`config.mk`:
```
export PLATFORM = sky130hd
export DESIGN_NAME = mdio_responder_flat
export DESIGN_NICKNAME = d
export VERILOG_FILES = /design/src/rtl/mdio_pkg.sv /design/src/rtl/mdio_responder_if.sv /design/src/rtl/mdio_sync_edge.sv /design/src/rtl/mdio_responder.sv /design/src/flat_wrapper.sv
export SDC_FILE = /design/constraint.sdc
export NUM_CORES = 1
export LEC_CHECK = 0
export CAP_MARGIN = 0
export CORE_ASPECT_RATIO = 0.75
export CORE_UTILIZATION = 48
export CTS_CLUSTER_DIAMETER = 200
export DETAILED_ROUTE_END_ITERATION = 7
export GPL_ROUTABILITY_DRIVEN = 0
export PLACE_DENSITY = 0.75
export SKIP_LAST_GASP = 1
export SYNTH_ARGS = -nofsm -noshare
export SYNTH_HDL_FRONTEND = slang
export SYNTH_SLANG_ARGS = --single-unit
```
`constraint.sdc`:
```
create_clock -name clk -period 2 [get_ports clk]
set_input_delay 0.2 -clock clk [delete_from_list [all_inputs] [get_ports clk]]
set_output_delay 0.2 -clock clk [all_outputs]
set_load 0.03 [all_outputs]
```
`src/rtl/mdio_pkg.sv`:
```
// Shared MDIO Clause 22 definitions: FSM encodings, fixed frame bit patterns
// and field widths. Used by both the responder and the management master.
package mdio_pkg;

    typedef enum logic [2:0] {
        IDLE  = 3'd0,
        ST    = 3'd1,
        OP    = 3'd2,
        PHYAD = 3'd3,
        REGAD = 3'd4,
        TA    = 3'd5,
        DATA  = 3'd6
    } state_t;

    localparam logic [1:0] ST_BITS  = 2'b01;
    localparam logic [1:0] OP_WRITE = 2'b01;
    localparam logic [1:0] OP_READ  = 2'b10;
    localparam logic [1:0] TA_BITS  = 2'b10;

    localparam int PHYAD_W = 5;
    localparam int REGAD_W = 5;
    localparam int DATA_W  = 16;

endpackage

```
`src/rtl/mdio_responder_if.sv`:
```
// Bundle of the MDIO pad signals and the local register port of the responder.
// The state field mirrors the responder FSM so checkers can bind to it.
interface mdio_responder_if;
    import mdio_pkg::*;

    logic                mdc;
    logic                mdio_in;
    logic                mdio_out;
    logic                mdio_oe;
    logic [REGAD_W-1:0]  reg_addr;
    logic [DATA_W-1:0]   reg_wdata;
    logic                reg_wr;
    logic                reg_rd;
    logic [DATA_W-1:0]   reg_rdata;
    logic                frame_err;
    state_t              state;

    // Register port handshake: reg_wr and reg_rd are single-clk strobes that
    // are never high together; reg_wdata/reg_addr are valid while reg_wr=1,
    // reg_addr is valid while reg_rd=1, and reg_rdata must be valid exactly
    // one clk after the reg_rd clk.
    modport slave (
        input  mdc, mdio_in, reg_rdata,
        output mdio_out, mdio_oe, reg_addr, reg_wdata, reg_wr, reg_rd,
               frame_err, state
    );

    modport master (
        output mdc, mdio_in, reg_rdata,
        input  mdio_out, mdio_oe, reg_addr, reg_wdata, reg_wr, reg_rd,
               frame_err, state
    );

endinterface

```
`src/rtl/mdio_sync_edge.sv`:
```
// Two-flop synchronizer for an asynchronous input plus a rising-edge detect
// taken between the second and a third flop.
module mdio_sync_edge (
    input  logic clk,
    input  logic rst,
    input  logic din,
    output logic dout,
    output logic rise
);

    logic stage1;
    logic stage2;
    logic stage3;

    // Synchronizer chain; stage3 only serves the edge detector.
    always_ff @(posedge clk) begin
        if (rst) begin
            stage1 <= 1'b0;
            stage2 <= 1'b0;
            stage3 <= 1'b0;
        end else begin
            stage1 <= din;
            stage2 <= stage1;
            stage3 <= stage2;
        end
    end

    assign dout = stage2;
    assign rise = stage2 & ~stage3;

endmodule

```
`src/rtl/mdio_responder.sv`:
```
// PHY-side Clause 22 MDIO responder. MDC/MDIO are oversampled on clk; every
// frame field is sampled on a synchronized MDC rising edge. Writes produce a
// reg_wr strobe, reads fetch reg_rdata and shift it out on MDIO.
module mdio_responder
    import mdio_pkg::*;
#(
    parameter logic [PHYAD_W-1:0] PHY_ADDR = 5'b00001,
    parameter int                 PRE_BITS = 32
) (
    input  logic             clk,
    input  logic             rst,
    mdio_responder_if.slave  bus
);

    localparam logic [5:0] PRE_MAX = 6'(PRE_BITS);

    logic mdc_rise;
    logic mdc_sync_unused;
    logic mdio_sync;
    logic mdio_rise_unused;
    logic bit_in;

    mdio_sync_edge u_mdc_sync (
        .clk  (clk),
        .rst  (rst),
        .din  (bus.mdc),
        .dout (mdc_sync_unused),
        .rise (mdc_rise)
    );

    mdio_sync_edge u_mdio_sync (
        .clk  (clk),
        .rst  (rst),
        .din  (bus.mdio_in),
        .dout (mdio_sync),
        .rise (mdio_rise_unused)
    );

    state_t              state_q, state_d;
    logic [5:0]          pre_q, pre_d;
    logic [4:0]          cnt_q, cnt_d;
    logic [4:0]          fsh_q, fsh_d;
    logic                is_rd_q, is_rd_d;
    logic                match_q, match_d;
    logic [REGAD_W-1:0]  addr_q, addr_d;
    logic [DATA_W-1:0]   wdata_q, wdata_d;
    logic [DATA_W-1:0]   tx_q, tx_d;
    logic                out_q, out_d;
    logic                oe_q, oe_d;
    logic                wr_q, wr_d;
    logic                rd_stb_q, rd_stb_d;
    logic                err_q, err_d;
    logic                ld_q;

    logic [4:0]          field5;
    logic [1:0]          field2;

    // Our own drive on the line must never be read back as master data.
    assign bit_in = mdio_sync & ~oe_q;
    assign field5 = {fsh_q[3:0], bit_in};
    assign field2 = {fsh_q[0], bit_in};

    // State and datapath registers; strobes default low unless set this clk.
    always_ff @(posedge clk) begin
        if (rst) begin
            state_q  <= IDLE;
            pre_q    <= '0;
            cnt_q    <= '0;
            fsh_q    <= '0;
            is_rd_q  <= 1'b0;
            match_q  <= 1'b0;
            addr_q   <= '0;
            wdata_q  <= '0;
            tx_q     <= '0;
            out_q    <= 1'b0;
            oe_q     <= 1'b0;
            wr_q     <= 1'b0;
            rd_stb_q <= 1'b0;
            err_q    <= 1'b0;
            ld_q     <= 1'b0;
        end else begin
            state_q  <= state_d;
            pre_q    <= pre_d;
            cnt_q    <= cnt_d;
            fsh_q    <= fsh_d;
            is_rd_q  <= is_rd_d;
            match_q  <= match_d;
            addr_q   <= addr_d;
            wdata_q  <= wdata_d;
            tx_q     <= tx_d;
            out_q    <= out_d;
            oe_q     <= oe_d;
            wr_q     <= wr_d;
            rd_stb_q <= rd_stb_d;
            err_q    <= err_d;
            ld_q     <= rd_stb_q;
        end
    end

    // Frame decoder: next state and datapath, advanced only on an MDC rise.
    always_comb begin
        state_d  = state_q;
        pre_d    = pre_q;
        cnt_d    = cnt_q;
        fsh_d    = fsh_q;
        is_rd_d  = is_rd_q;
        match_d  = match_q;
        addr_d   = addr_q;
        wdata_d  = wdata_q;
        tx_d     = tx_q;
        out_d    = out_q;
        oe_d     = oe_q;
        wr_d     = 1'b0;
        rd_stb_d = 1'b0;
        err_d    = 1'b0;

        // Read data arrives one clk after the reg_rd clk; no MDC rise can
        // coincide because MDC phases span several clks.
        if (ld_q) begin
            tx_d = bus.reg_rdata;
        end

        if (mdc_rise) begin
            fsh_d = field5;
            cnt_d = cnt_q + 5'd1;
            unique case (state_q)
                IDLE: begin
                    cnt_d = '0;
                    if (bit_in) begin
                        if (pre_q != PRE_MAX) pre_d = pre_q + 6'd1;
                    end else if (pre_q == PRE_MAX) begin
                        pre_d   = '0;
                        state_d = ST;
                    end else begin
                        pre_d = '0;
                    end
                end
                ST: begin
                    cnt_d = '0;
                    if (bit_in == ST_BITS[0]) begin
                        state_d = OP;
                    end else begin
                        err_d   = 1'b1;
                        state_d = IDLE;
                    end
                end
                OP: begin
                    if (cnt_q == 5'd1) begin
                        cnt_d = '0;
                        if (field2 == OP_WRITE) begin
                            is_rd_d = 1'b0;
                            state_d = PHYAD;
                        end else if (field2 == OP_READ) begin
                            is_rd_d = 1'b1;
                            state_d = PHYAD;
                        end else begin
                            err_d   = 1'b1;
                            state_d = IDLE;
                        end
                    end
                end
                PHYAD: begin
                    if (cnt_q == 5'd4) begin
                        cnt_d   = '0;
                        match_d = (field5 == PHY_ADDR);
                        state_d = REGAD;
                    end
                end
                REGAD: begin
                    addr_d = {addr_q[3:0], bit_in};
                    if (cnt_q == 5'd4) begin
                        cnt_d    = '0;
                        rd_stb_d = is_rd_q & match_q;
                        state_d  = TA;
                    end
                end
                TA: begin
                    if (is_rd_q) begin
                        // First rise: take the line and drive the TA2 zero.
                        // Second rise: present D15.
                        if (cnt_q == 5'd0) begin
                            if (match_q) begin
                                oe_d  = 1'b1;
                                out_d = 1'b0;
                            end
                        end else begin
                            cnt_d   = '0;
                            state_d = DATA;
                            if (match_q) begin
                                out_d = tx_q[15];
                                tx_d  = {tx_q[14:0], 1'b0};
                            end
                        end
                    end else if (cnt_q == 5'd1) begin
                        cnt_d = '0;
                        if (field2 == TA_BITS) begin
                            state_d = DATA;
                        end else begin
                            err_d   = 1'b1;
                            state_d = IDLE;
                        end
                    end
                end
                DATA: begin
                    if (is_rd_q) begin
                        if (cnt_q == 5'd15) begin
                            oe_d  = 1'b0;
                            out_d = 1'b0;
                        end else if (match_q) begin
                            out_d = tx_q[15];
                            tx_d  = {tx_q[14:0], 1'b0};
                        end
                    end else begin
                        wdata_d = {wdata_q[14:0], bit_in};
                        if (cnt_q == 5'd15) wr_d = match_q;
                    end
                    if (cnt_q == 5'd15) begin
                        cnt_d   = '0;
                        pre_d   = '0;
                        state_d = IDLE;
                    end
                end
                default: begin
                    cnt_d   = '0;
                    state_d = IDLE;
                end
            endcase
        end
    end

    assign bus.mdio_out  = out_q;
    assign bus.mdio_oe   = oe_q;
    assign bus.reg_addr  = addr_q;
    assign bus.reg_wdata = wdata_q;
    assign bus.reg_wr    = wr_q;
    assign bus.reg_rd    = rd_stb_q;
    assign bus.frame_err = err_q;
    assign bus.state     = state_q;

endmodule

```
`src/flat_wrapper.sv`:
```
// flat-port wrapper written by rule: the top's interface ports become plain ports
module mdio_responder_flat import mdio_pkg::*;
#(
    parameter logic [PHYAD_W-1:0] PHY_ADDR = 5'b00001,
    parameter int                 PRE_BITS = 32
)
  (clk, rst, bus_mdc, bus_mdio_in, bus_reg_rdata, bus_mdio_out, bus_mdio_oe, bus_reg_addr, bus_reg_wdata, bus_reg_wr, bus_reg_rd, bus_frame_err, bus_state);
  mdio_responder_if bus_i ();
  input  logic clk;
  input  logic rst;
  input wire logic [$bits(bus_i.mdc)-1:0] bus_mdc;
  input wire logic [$bits(bus_i.mdio_in)-1:0] bus_mdio_in;
  input wire logic [$bits(bus_i.reg_rdata)-1:0] bus_reg_rdata;
  output wire logic [$bits(bus_i.mdio_out)-1:0] bus_mdio_out;
  output wire logic [$bits(bus_i.mdio_oe)-1:0] bus_mdio_oe;
  output wire logic [$bits(bus_i.reg_addr)-1:0] bus_reg_addr;
  output wire logic [$bits(bus_i.reg_wdata)-1:0] bus_reg_wdata;
  output wire logic [$bits(bus_i.reg_wr)-1:0] bus_reg_wr;
  output wire logic [$bits(bus_i.reg_rd)-1:0] bus_reg_rd;
  output wire logic [$bits(bus_i.frame_err)-1:0] bus_frame_err;
  output wire logic [$bits(bus_i.state)-1:0] bus_state;
  assign bus_i.mdc = bus_mdc;
  assign bus_i.mdio_in = bus_mdio_in;
  assign bus_i.reg_rdata = bus_reg_rdata;
  assign bus_mdio_out = bus_i.mdio_out;
  assign bus_mdio_oe = bus_i.mdio_oe;
  assign bus_reg_addr = bus_i.reg_addr;
  assign bus_reg_wdata = bus_i.reg_wdata;
  assign bus_reg_wr = bus_i.reg_wr;
  assign bus_reg_rd = bus_i.reg_rd;
  assign bus_frame_err = bus_i.frame_err;
  assign bus_state = bus_i.state;
  mdio_responder #(.PHY_ADDR(PHY_ADDR), .PRE_BITS(PRE_BITS)) u_core (.clk(clk), .rst(rst), .bus(bus_i));
endmodule
```
==> reports/results.txt <==
status -> completed
hold_buf cts -> 0
clock buffer count from CTS -> 9
fin crit share -> 0.978
Post-synth top cells -> 73 x nand2_1, 68 x dfxtp_1, 37 x a21oi_1
Final #Nets -> 480
CTS tree -> done
yosys xor share -> 0
Pwr Total -> 0.00262 W
Compound-Gate Fraction of Synth Area -> 0.163
CP top delay family -> simple AND/OR/NAND/NOR gates
Tap Cells -> 81
Remaining DRCs -> 0
CP required -> 2.28 ns
Setup crit start kind -> flop
final setup vio count -> 0
yosys synthesis chip area -> 0.00313 mm2
hold worst-path end -> u_core.cnt_q[0]$_SDFFE_PP0P_
pin count of the biggest net entering global routing -> 23
synthesized area per cell -> 8.29 um2
DP Area -> 0.00386 mm2
routing by layer:
metal,track usage,share of wire,vias up
met5,0,0,-
met4,0.0741,0.0079,0
met3,0.0660,0.080,8
met2,0.329,0.44,97
met1,0.325,0.47,1361
li1,-,-,1465
timing repair:
item	CTS	global route
resized	11	19
buffers inserted	1	5
gates cloned	0	1
pin swaps	6	8
endpoints found under the setup margin	23	29
worst max path at each step:
stage	startpoint	to	slack, ns	cells after the start
final	u_core.cnt_q[1]$_SDFFE_PP0P_	u_core.bus.state[2]$_SDFFE_PP0P_	0.04	8
after global routing	u_core.cnt_q[1]$_SDFFE_PP0P_	u_core.bus.state[2]$_SDFFE_PP0P_	-0.05	7
after CTS	u_core.cnt_q[1]$_SDFFE_PP0P_	u_core.pre_q[2]$_SDFFE_PP0P_	-0.04	7
after detailed placement	u_core.cnt_q[0]$_SDFFE_PP0P_	u_core.tx_q[5]$_SDFF_PP0_	-0.11	8
after global placement	u_core.cnt_q[0]$_SDFFE_PP0P_	u_core.tx_q[8]$_SDFF_PP0_	-0.03	8
after floorplan	u_core.cnt_q[0]$_SDFFE_PP0P_	u_core.pre_q[2]$_SDFFE_PP0P_	-0.04	8
sequential cells by signal, indices dropped and copies added, names as in the netlist, 3 cells and up:
signal,flops
u_core.bus.reg_wdata,16
u_core.tx_q,16
u_core.pre_q,6
u_core.bus.reg_addr,5
u_core.cnt_q,5
u_core.fsh_q,4
u_core.bus.state,3
power by group:
group / switching [W] / total, W / internal [W]
logic: 0.0000530 / 0.000109 / 0.0000561
clock network: 0.000514 / 0.00115 / 0.000640
registers: 0.00000262 / 0.00136 / 0.00135
total: 0.000570 / 0.00262 / 0.00205
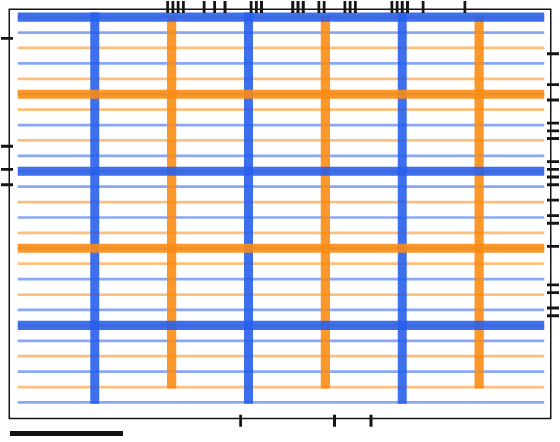
Fig. 1. Floorplan with the power grid.
Scale bar: 20 um. Pins as bars on the die edge.
legend:
  orange:
    net: VDD
  blue:
    net: VSS
met1 rails: 26
signal pins: 49
rows: 25

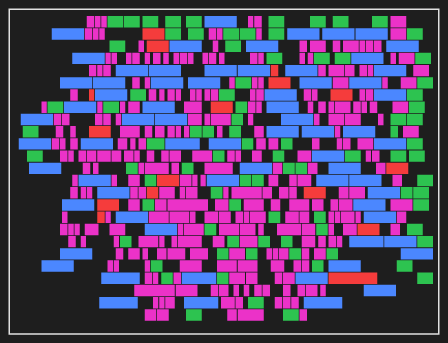
Fig. 2. Placement by cell class.
legend:
  blue:
    class: registers
    cells: 68
    share_of_their_area: 33%
  magenta:
    class: remaining logic cells
    cells: 286
    share_of_their_area: 43%
  green:
    class: remaining buffers and delay cells
    cells: 85
    share_of_their_area: 18%
  red:
    class: clock drivers and dummy loads
    cells: 16
    share_of_their_area: 4.9%
fraction of area in registers: 0.325
Rows: 25
final core occ: 0.670
CORE AREA: 0.00632 mm2
Final Cell Area: 0.00424 mm2

No activity file was given, so power comes from the tool's default toggle rates.
